==> images/density.png <==
Scale bar: 20 µm. 8 x 8 tiles, from dark blue (low) to red (high), 0 to 100% covered.
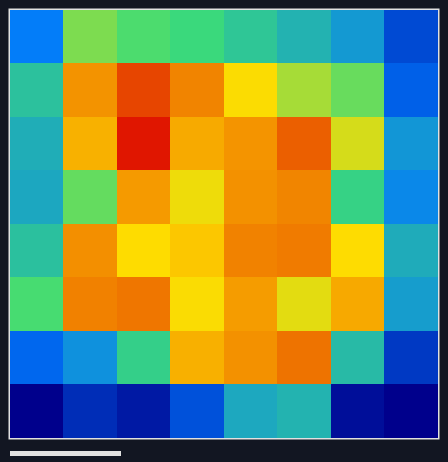
==> images/cell_classes.png <==
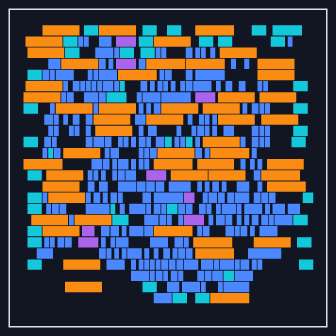
==> images/final_clocks.png <==
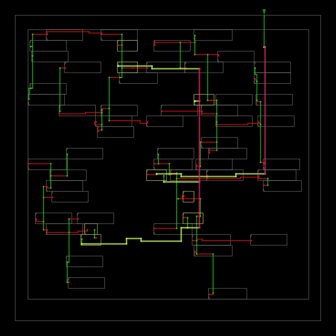
==> images/wire_density.png <==
15 x 15 tiles, from dark blue (low) to red (high), scaled to the fullest tile. Values are wire area over tile area, all layers added.
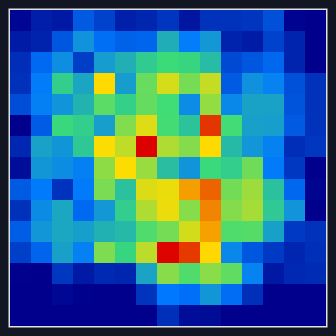
==> images/clock_map.png <==
Scale bar: 20 µm.
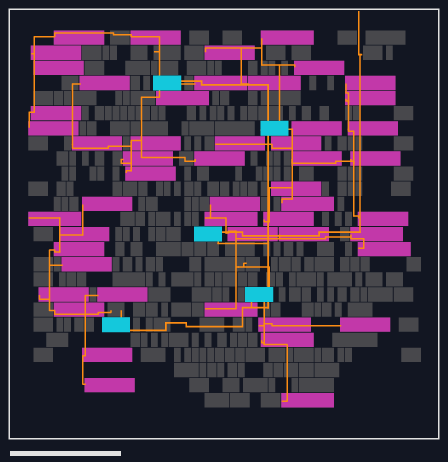
`src/rtl/fighting_game_arena_pkg.sv`:
```
// Shared definitions for the fighting-game arena: action codes, FSM states,
// and the round-start position helper.
// Combinational only; no latency, no flow control.
package fg_pkg;

  localparam logic [2:0] ACT_IDLE  = 3'b000;
  localparam logic [2:0] ACT_PUNCH = 3'b001;
  localparam logic [2:0] ACT_KICK  = 3'b010;
  localparam logic [2:0] ACT_BLOCK = 3'b011;
  localparam logic [2:0] ACT_FWD   = 3'b100;
  localparam logic [2:0] ACT_BACK  = 3'b101;
  localparam logic [2:0] ACT_JUMP  = 3'b110;
  localparam logic [2:0] ACT_RSVD  = 3'b111;

  typedef enum logic [2:0] {
    ST_WAIT,
    ST_RESOLVE,
    ST_UPDATE,
    ST_CHECK,
    ST_MATCH_OVER
  } fsm_state_t;

  // Round-start position: P1 one step off the left wall, P2 one off the right.
  function automatic int start_pos(input int arena_pos, input logic player2);
    return player2 ? arena_pos - 2 : 1;
  endfunction

endpackage

```
`src/rtl/fighting_game_arena_if.sv`:
```
// Player-action / scoreboard bundle between the switch front-end and the arena.
// No latency of its own; actionEnable is a level whose rising edge requests a turn.
// No backpressure: edges arriving while a turn is in flight are dropped.
// Ports: action1/2, actionEnable (to engine); health, pos, state, roundWins,
//        firstWin/secondWin, turnDone (from engine).
interface fighting_game_arena_if #(
  parameter int HW = 2,
  parameter int PW = 3,
  parameter int RW = 2
);
  logic [2:0]    action1;
  logic [2:0]    action2;
  logic          actionEnable;
  logic [HW-1:0] health1;
  logic [HW-1:0] health2;
  logic [PW-1:0] pos1;
  logic [PW-1:0] pos2;
  logic [2:0]    state1;
  logic [2:0]    state2;
  logic [RW-1:0] roundWins1;
  logic [RW-1:0] roundWins2;
  logic          firstWin;
  logic          secondWin;
  logic          turnDone;

  modport master (
    output action1, action2, actionEnable,
    input  health1, health2, pos1, pos2, state1, state2,
           roundWins1, roundWins2, firstWin, secondWin, turnDone
  );

  modport slave (
    input  action1, action2, actionEnable,
    output health1, health2, pos1, pos2, state1, state2,
           roundWins1, roundWins2, firstWin, secondWin, turnDone
  );
endinterface

```
`src/rtl/fighting_game_arena_hit_resolver.sv`:
```
// Damage one attacker deals to one defender at a given post-move distance.
// Purely combinational, zero latency.
// No flow control; the caller registers the result.
// Ports: i_atk/i_def action codes, i_dist distance, i_cool kick cooldown, o_dmg.
module fg_hit_resolver
  import fg_pkg::*;
#(
  parameter int PW          = 3,
  parameter int PUNCH_DMG   = 1,
  parameter int KICK_DMG    = 2,
  parameter int PUNCH_REACH = 1,
  parameter int KICK_REACH  = 2
) (
  input  logic [2:0]    i_atk,
  input  logic [2:0]    i_def,
  input  logic [PW-1:0] i_dist,
  input  logic          i_cool,
  output logic [7:0]    o_dmg
);

  always_comb begin
    o_dmg = 8'd0;
    if (i_atk == ACT_PUNCH && int'(i_dist) <= PUNCH_REACH) begin
      if (i_def != ACT_BLOCK) o_dmg = 8'(PUNCH_DMG);
    end else if (i_atk == ACT_KICK && !i_cool && int'(i_dist) <= KICK_REACH) begin
      // A block only softens a kick; a jump dodges it entirely.
      if (i_def == ACT_BLOCK)     o_dmg = 8'(KICK_DMG - 1);
      else if (i_def != ACT_JUMP) o_dmg = 8'(KICK_DMG);
    end
  end

endmodule

```
`src/rtl/fighting_game_arena.sv`:
```
// Two-player turn engine: movement, attacks, cooldown, health and round scoring.
// Turn latency: results at E+2 (turnDone pulse), round/match bookkeeping at E+3.
// No queueing: enable edges outside WAIT are dropped; MATCH_OVER ignores all.
// Ports: clk, resetGame (async, active high), bus (slave side of the arena bundle).
module fighting_game_arena
  import fg_pkg::*;
#(
  parameter int MAX_HEALTH    = 3,
  parameter int ARENA_POS     = 8,
  parameter int PUNCH_DMG     = 1,
  parameter int KICK_DMG      = 2,
  parameter int PUNCH_REACH   = 1,
  parameter int KICK_REACH    = 2,
  parameter int KICK_COOLDOWN = 1,
  parameter int ROUNDS_TO_WIN = 2
) (
  input  logic                 clk,
  input  logic                 resetGame,
  fighting_game_arena_if.slave bus
);

  localparam int HW = $clog2(MAX_HEALTH + 1);
  localparam int PW = $clog2(ARENA_POS);
  localparam int RW = $clog2(ROUNDS_TO_WIN + 1);
  localparam int CW = (KICK_COOLDOWN > 0) ? $clog2(KICK_COOLDOWN + 1) : 1;

  localparam logic [HW-1:0] HMAX     = HW'(MAX_HEALTH);
  localparam logic [PW-1:0] P1_START = PW'(start_pos(ARENA_POS, 1'b0));
  localparam logic [PW-1:0] P2_START = PW'(start_pos(ARENA_POS, 1'b1));
  localparam logic [PW-1:0] POS_MAX  = PW'(ARENA_POS - 1);
  localparam logic [PW-1:0] P_ONE    = PW'(1);
  localparam logic [PW-1:0] P_TWO    = PW'(2);
  localparam logic [PW-1:0] P_THREE  = PW'(3);
  localparam logic [RW-1:0] WIN_TGT  = RW'(ROUNDS_TO_WIN);
  localparam logic [CW-1:0] CD_LOAD  = CW'(KICK_COOLDOWN);

  fsm_state_t    r_fsm, w_fsm_nxt;
  logic          r_en_prev, r_done, r_first, r_second;
  logic [2:0]    r_act1, r_act2, r_eff1, r_eff2, r_state1, r_state2;
  logic [PW-1:0] r_pos1, r_pos2, r_npos1, r_npos2;
  logic [HW-1:0] r_health1, r_health2;
  logic [7:0]    r_dmg1, r_dmg2;   // damage taken by P1 / P2 this turn
  logic [CW-1:0] r_cd1, r_cd2;
  logic [RW-1:0] r_wins1, r_wins2;

  logic          w_start, w_ko1, w_ko2, w_win1, w_win2, w_fin1, w_fin2;
  logic [2:0]    w_eff1, w_eff2;
  logic [PW-1:0] w_dist0, w_dist, w_npos1, w_npos2;
  logic [7:0]    w_dmg1, w_dmg2;

  function automatic logic [HW-1:0] sat_sub(input logic [HW-1:0] h, input logic [7:0] d);
    int diff;
    diff = int'(h) - int'(d);
    return (diff <= 0) ? '0 : diff[HW-1:0];
  endfunction

  assign w_start = (r_fsm == ST_WAIT) && bus.actionEnable && !r_en_prev;

  // Reserved code and a kick still cooling down both behave as IDLE.
  assign w_eff1 = (r_act1 == ACT_RSVD || (r_act1 == ACT_KICK && r_cd1 != '0)) ? ACT_IDLE : r_act1;
  assign w_eff2 = (r_act2 == ACT_RSVD || (r_act2 == ACT_KICK && r_cd2 != '0)) ? ACT_IDLE : r_act2;

  // Movement. A lone FWD is judged against the pre-move gap; a mutual FWD
  // gives P1 priority for the last free square.
  always_comb begin
    w_dist0 = r_pos2 - r_pos1;
    w_npos1 = r_pos1;
    w_npos2 = r_pos2;
    if (w_eff1 == ACT_FWD && w_eff2 == ACT_FWD) begin
      if (w_dist0 >= P_THREE) begin
        w_npos1 = r_pos1 + P_ONE;
        w_npos2 = r_pos2 - P_ONE;
      end else if (w_dist0 == P_TWO) begin
        w_npos1 = r_pos1 + P_ONE;
      end
    end else begin
      if (w_eff1 == ACT_FWD && w_dist0 >= P_TWO)      w_npos1 = r_pos1 + P_ONE;
      if (w_eff1 == ACT_BACK && r_pos1 != '0)         w_npos1 = r_pos1 - P_ONE;
      if (w_eff2 == ACT_FWD && w_dist0 >= P_TWO)      w_npos2 = r_pos2 - P_ONE;
      if (w_eff2 == ACT_BACK && r_pos2 != POS_MAX)    w_npos2 = r_pos2 + P_ONE;
    end
  end

  assign w_dist = w_npos2 - w_npos1;

  fg_hit_resolver #(
    .PW(PW), .PUNCH_DMG(PUNCH_DMG), .KICK_DMG(KICK_DMG),
    .PUNCH_REACH(PUNCH_REACH), .KICK_REACH(KICK_REACH)
  ) u_hit_p1_to_p2 (
    .i_atk(r_act1), .i_def(w_eff2), .i_dist(w_dist), .i_cool(r_cd1 != '0), .o_dmg(w_dmg2)
  );

  fg_hit_resolver #(
    .PW(PW), .PUNCH_DMG(PUNCH_DMG), .KICK_DMG(KICK_DMG),
    .PUNCH_REACH(PUNCH_REACH), .KICK_REACH(KICK_REACH)
  ) u_hit_p2_to_p1 (
    .i_atk(r_act2), .i_def(w_eff1), .i_dist(w_dist), .i_cool(r_cd2 != '0), .o_dmg(w_dmg1)
  );

  // Round bookkeeping, evaluated in CHECK on the freshly updated health.
  assign w_ko1  = (r_health1 == '0);
  assign w_ko2  = (r_health2 == '0);
  assign w_win1 = w_ko2 && !w_ko1;
  assign w_win2 = w_ko1 && !w_ko2;
  assign w_fin1 = w_win1 && ((r_wins1 + RW'(1)) == WIN_TGT);
  assign w_fin2 = w_win2 && ((r_wins2 + RW'(1)) == WIN_TGT);

  always_ff @(posedge clk or posedge resetGame) begin
    if (resetGame) r_fsm <= ST_WAIT;
    else           r_fsm <= w_fsm_nxt;
  end

  always_comb begin
    w_fsm_nxt = r_fsm;
    case (r_fsm)
      ST_WAIT:       if (w_start) w_fsm_nxt = ST_RESOLVE;
      ST_RESOLVE:    w_fsm_nxt = ST_UPDATE;
      ST_UPDATE:     w_fsm_nxt = ST_CHECK;
      ST_CHECK:      w_fsm_nxt = (w_fin1 || w_fin2) ? ST_MATCH_OVER : ST_WAIT;
      ST_MATCH_OVER: w_fsm_nxt = ST_MATCH_OVER;
      default:       w_fsm_nxt = ST_WAIT;
    endcase
  end

  always_ff @(posedge clk or posedge resetGame) begin
    if (resetGame) begin
      // enPrev starts high so an enable held through reset is not an edge.
      r_en_prev <= 1'b1;
      r_done    <= 1'b0;
      r_first   <= 1'b0;
      r_second  <= 1'b0;
      r_act1    <= ACT_IDLE;
      r_act2    <= ACT_IDLE;
      r_eff1    <= ACT_IDLE;
      r_eff2    <= ACT_IDLE;
      r_state1  <= ACT_IDLE;
      r_state2  <= ACT_IDLE;
      r_pos1    <= P1_START;
      r_pos2    <= P2_START;
      r_npos1   <= P1_START;
      r_npos2   <= P2_START;
      r_health1 <= HMAX;
      r_health2 <= HMAX;
      r_dmg1    <= 8'd0;
      r_dmg2    <= 8'd0;
      r_cd1     <= '0;
      r_cd2     <= '0;
      r_wins1   <= '0;
      r_wins2   <= '0;
    end else begin
      r_en_prev <= bus.actionEnable;
      r_done    <= 1'b0;
      case (r_fsm)
        ST_WAIT: begin
          if (w_start) begin
            r_act1 <= bus.action1;
            r_act2 <= bus.action2;
          end
        end
        ST_RESOLVE: begin
          r_eff1  <= w_eff1;
          r_eff2  <= w_eff2;
          r_npos1 <= w_npos1;
          r_npos2 <= w_npos2;
          r_dmg1  <= w_dmg1;
          r_dmg2  <= w_dmg2;
          if (w_eff1 == ACT_KICK)  r_cd1 <= CD_LOAD;
          else if (r_cd1 != '0)    r_cd1 <= r_cd1 - CW'(1);
          if (w_eff2 == ACT_KICK)  r_cd2 <= CD_LOAD;
          else if (r_cd2 != '0)    r_cd2 <= r_cd2 - CW'(1);
        end
        ST_UPDATE: begin
          r_health1 <= sat_sub(r_health1, r_dmg1);
          r_health2 <= sat_sub(r_health2, r_dmg2);
          r_pos1    <= r_npos1;
          r_pos2    <= r_npos2;
          r_state1  <= r_eff1;
          r_state2  <= r_eff2;
          r_done    <= 1'b1;
        end
        ST_CHECK: begin
          if (w_win1) r_wins1 <= r_wins1 + RW'(1);
          if (w_win2) r_wins2 <= r_wins2 + RW'(1);
          if (w_fin1) r_first  <= 1'b1;
          if (w_fin2) r_second <= 1'b1;
          // A KO that does not end the match starts a fresh round; a
          // match-ending KO leaves the final health on display.
          if ((w_ko1 || w_ko2) && !(w_fin1 || w_fin2)) begin
            r_health1 <= HMAX;
            r_health2 <= HMAX;
            r_pos1    <= P1_START;
            r_pos2    <= P2_START;
            r_cd1     <= '0;
            r_cd2     <= '0;
            r_state1  <= ACT_IDLE;
            r_state2  <= ACT_IDLE;
          end
        end
        default: ;
      endcase
    end
  end

  assign bus.health1    = r_health1;
  assign bus.health2    = r_health2;
  assign bus.pos1       = r_pos1;
  assign bus.pos2       = r_pos2;
  assign bus.state1     = r_state1;
  assign bus.state2     = r_state2;
  assign bus.roundWins1 = r_wins1;
  assign bus.roundWins2 = r_wins2;
  assign bus.firstWin   = r_first;
  assign bus.secondWin  = r_second;
  assign bus.turnDone   = r_done;

endmodule
```
`src/flat_wrapper.sv`:
```
// flat-port wrapper written by rule: the top's interface ports become plain ports
module fighting_game_arena_flat import fg_pkg::*;
#(
  parameter int MAX_HEALTH    = 3,
  parameter int ARENA_POS     = 8,
  parameter int PUNCH_DMG     = 1,
  parameter int KICK_DMG      = 2,
  parameter int PUNCH_REACH   = 1,
  parameter int KICK_REACH    = 2,
  parameter int KICK_COOLDOWN = 1,
  parameter int ROUNDS_TO_WIN = 2
)
  (clk, resetGame, bus_action1, bus_action2, bus_actionEnable, bus_health1, bus_health2, bus_pos1, bus_pos2, bus_state1, bus_state2, bus_roundWins1, bus_roundWins2, bus_firstWin, bus_secondWin, bus_turnDone);
  fighting_game_arena_if bus_i ();
  input  logic clk;
  input  logic resetGame;
  input wire logic [$bits(bus_i.action1)-1:0] bus_action1;
  input wire logic [$bits(bus_i.action2)-1:0] bus_action2;
  input wire logic [$bits(bus_i.actionEnable)-1:0] bus_actionEnable;
  output wire logic [$bits(bus_i.health1)-1:0] bus_health1;
  output wire logic [$bits(bus_i.health2)-1:0] bus_health2;
  output wire logic [$bits(bus_i.pos1)-1:0] bus_pos1;
  output wire logic [$bits(bus_i.pos2)-1:0] bus_pos2;
  output wire logic [$bits(bus_i.state1)-1:0] bus_state1;
  output wire logic [$bits(bus_i.state2)-1:0] bus_state2;
  output wire logic [$bits(bus_i.roundWins1)-1:0] bus_roundWins1;
  output wire logic [$bits(bus_i.roundWins2)-1:0] bus_roundWins2;
  output wire logic [$bits(bus_i.firstWin)-1:0] bus_firstWin;
  output wire logic [$bits(bus_i.secondWin)-1:0] bus_secondWin;
  output wire logic [$bits(bus_i.turnDone)-1:0] bus_turnDone;
  assign bus_i.action1 = bus_action1;
  assign bus_i.action2 = bus_action2;
  assign bus_i.actionEnable = bus_actionEnable;
  assign bus_health1 = bus_i.health1;
  assign bus_health2 = bus_i.health2;
  assign bus_pos1 = bus_i.pos1;
  assign bus_pos2 = bus_i.pos2;
  assign bus_state1 = bus_i.state1;
  assign bus_state2 = bus_i.state2;
  assign bus_roundWins1 = bus_i.roundWins1;
  assign bus_roundWins2 = bus_i.roundWins2;
  assign bus_firstWin = bus_i.firstWin;
  assign bus_secondWin = bus_i.secondWin;
  assign bus_turnDone = bus_i.turnDone;
  fighting_game_arena #(.MAX_HEALTH(MAX_HEALTH), .ARENA_POS(ARENA_POS), .PUNCH_DMG(PUNCH_DMG), .KICK_DMG(KICK_DMG), .PUNCH_REACH(PUNCH_REACH), .KICK_REACH(KICK_REACH), .KICK_COOLDOWN(KICK_COOLDOWN), .ROUNDS_TO_WIN(ROUNDS_TO_WIN)) u_core (.clk(clk), .resetGame(resetGame), .bus(bus_i));
endmodule
```
`config.mk`:
```
export PLATFORM = sky130hd
export DESIGN_NAME = fighting_game_arena_flat
export DESIGN_NICKNAME = d
export VERILOG_FILES = /design/src/rtl/fighting_game_arena_pkg.sv /design/src/rtl/fighting_game_arena_if.sv /design/src/rtl/fighting_game_arena_hit_resolver.sv /design/src/rtl/fighting_game_arena.sv /design/src/flat_wrapper.sv
export SDC_FILE = /design/constraint.sdc
export NUM_CORES = 1
export LEC_CHECK = 0
export ABC_AREA = 1
export CAP_MARGIN = 15
export CORE_MARGIN = 3
export CORE_UTILIZATION = 56
export CTS_CLUSTER_DIAMETER = 50
export DETAILED_ROUTE_END_ITERATION = 10
export GPL_ROUTABILITY_DRIVEN = 0
export GPL_TIMING_DRIVEN = 0
export HOLD_SLACK_MARGIN = 0.03
export PLACE_DENSITY = 0.86
export SYNTH_ARGS = -nofsm -noshare
export SYNTH_HDL_FRONTEND = slang
export SYNTH_SLANG_ARGS = --single-unit
```
`constraint.sdc`:
```
create_clock -name clk -period 3.8 [get_ports clk]
set_clock_uncertainty 0.15 [all_clocks]
set_input_delay 0.76 -clock clk [delete_from_list [all_inputs] [get_ports clk]]
set_output_delay 0.76 -clock clk [all_outputs]
set_load 0.1 [all_outputs]
```
==> notes.md <==
run metrics: Fmax=0.281 GHz, Die Y=77.1 µm, Hold Crit Class=flip-flop to flip-flop, CP Class=flip-flop to flip-flop, Post-CTS Setup Bufs=0, CTS Buffer Depth=2, DRT iter0 DRCs=~230, crit path DAT=3.63 ns, post-DP HPWL=4460 µm, Syn Nets=350, tool warnings=29, Clock-cell share=2.93%, Complex Gates by Area=10.3%, reg2reg setup slack=0.24 ns, Post-Route WL=5860 µm, Layout area overhead=19.2%, M1 GR Usage=27.9%, largest net degree at the start of global routing=27, Sequential Area=1290 µm², Top cell area share=35.4%, slowest cell delay on critical path=0.56 ns, run status=finished clean, MI comb area=about 1300 µm², MaxCap Viol Count=0, Cells after Synth=325, registers=just over 50, pre-CTS setup slack=0.238 ns, Hold Path Depth=2, worst hold start=u_core.r_npos1[0], TNS Setup=0 ns, largest area contributor in the netlist=dfrtp_1, Sink Count=51, register area share after synthesis=45.6%, number of enable flip-flop cells=0, DR vias/cell=5.28, design area=about 3400 µm², setup repair after global routing missed its margin=false, Final Setup Violations=0, gr busiest metal=met2, fraction of the mapped netlist area in adder cells=8.14%, YS chip area=2830 µm², port bufs=31, cell breakdown of the critical path=ha_1 > inv_1 > fa_2 > inv_1 > nand3_4 > nand3_2 > nand3_1 > o21ai_0 > xor2_1 > ha_2 > fa_1 > or2_2 > nand4_2 > nand2_1 > nand3_1 > nand2_1, CP endpoint=u_core.r_dmg1[0], routed length on met3=between 300 and 400 µm, final setup margin=0.240 ns, ratio of cells with drive above 1 in the final layout=about 16%, fill cell count=406, Critical Path Fanout Max=4, #FFs+latches synth=51, period utilization=93.7%, Ys Warns=0, Syn Area/Cell=8.70 µm², CP Capture Type=flip-flop, worst hold margin=~0.33 ns, CP required=3.87 ns, Slew headroom=35.1%, most common logic cells in the final layout=70 x nand2_1, 42 x inv_1, 38 x dfrtp_1, clock slew at reported path FFs=0.10 ns, total cells reported by yosys after synthesis=around 330, vias=2297, Max stage delay cell, worst path=dfstp_2, top cells by count, synth=70 x nand2_1, 43 x inv_1, 40 x dfrtp_1, antenna cells=0, # resized after CTS=0, Non-clock buffering overhead=11.8%, Mux area share=0.752%, Die ar.=between 5000 and 6000 µm², Hold Violations, Final=0, Crit path max-delay family=adder cells, hold-critical path endpoint=u_core.r_npos1[0], first-pass GRT wire length=10000 µm, top cells by area=dfrtp_1 35%, dfstp_2 10%, nand2_1 9.3%, met3 Resource Use GR=around 4.7%, root buffer cell=clkbuf_8, DRT met1 WL=2600 µm, top comb family, area=simple AND/OR/NAND/NOR gates, average wire per standard cell=13.5 µm, GRT Total Usage=21.3%, Top Layer Used=met4, # Taps=67, Buffers & Inverters on Critical Path=2, Post-Syn Area=2830 µm², XOR Share, Synth=2.17%, Top class by area=combinational gates, Signal buffers=between 40 and 50, Post-route DRC=0, Placed Cells=424, post-route ant nets=0, R2R Path End=u_core.r_dmg1[0], Ports=32, vias in the first global route=2253, FP Util=58.7%, minimum clock period=3.56 ns, CP Launch Point=u_core.bus.pos1[0], DIE WIDTH=77.1 µm, most used logic cell in the final layout=nand2_1, Post-synth ARST share=100%, met2 usage=35.4%
About density.png:
- fullest tile: 98%
- tiles over 75% full: 34%
- mean over tiles: 55%
- nearly empty tiles: 3.1%

About cell_classes.png:
- flip-flops: orange (cells 51; share of their area 39%)
- all other logic: blue (cells 267; share of their area 46%)
- other buffers and delay cells: cyan (cells 42; share of their area 12%)
- clock drivers and dummy loads: purple (cells 8; share of their area 3.0%)
row count: 25
CORE AREA: 4820 µm²
Seq area share: 38.3%
post-route core utilization: 70.0%

About final_clocks.png:
CTS Buf Count: 5
clkbuf count: 6
clk latency late pin: 0.32 ns

About wire_density.png:
- nearly empty tiles: 14%
- tiles over half the peak: 23%
- mean over tiles: 0.16
- fullest tile: 0.52
- densest ninth of the die: centre

About clock_map.png:
- cells driving clock nets: cyan (count 5)
- flip-flops: magenta (count 51)
- clock wires: orange (length 614 µm)
- routed clock nets: 6

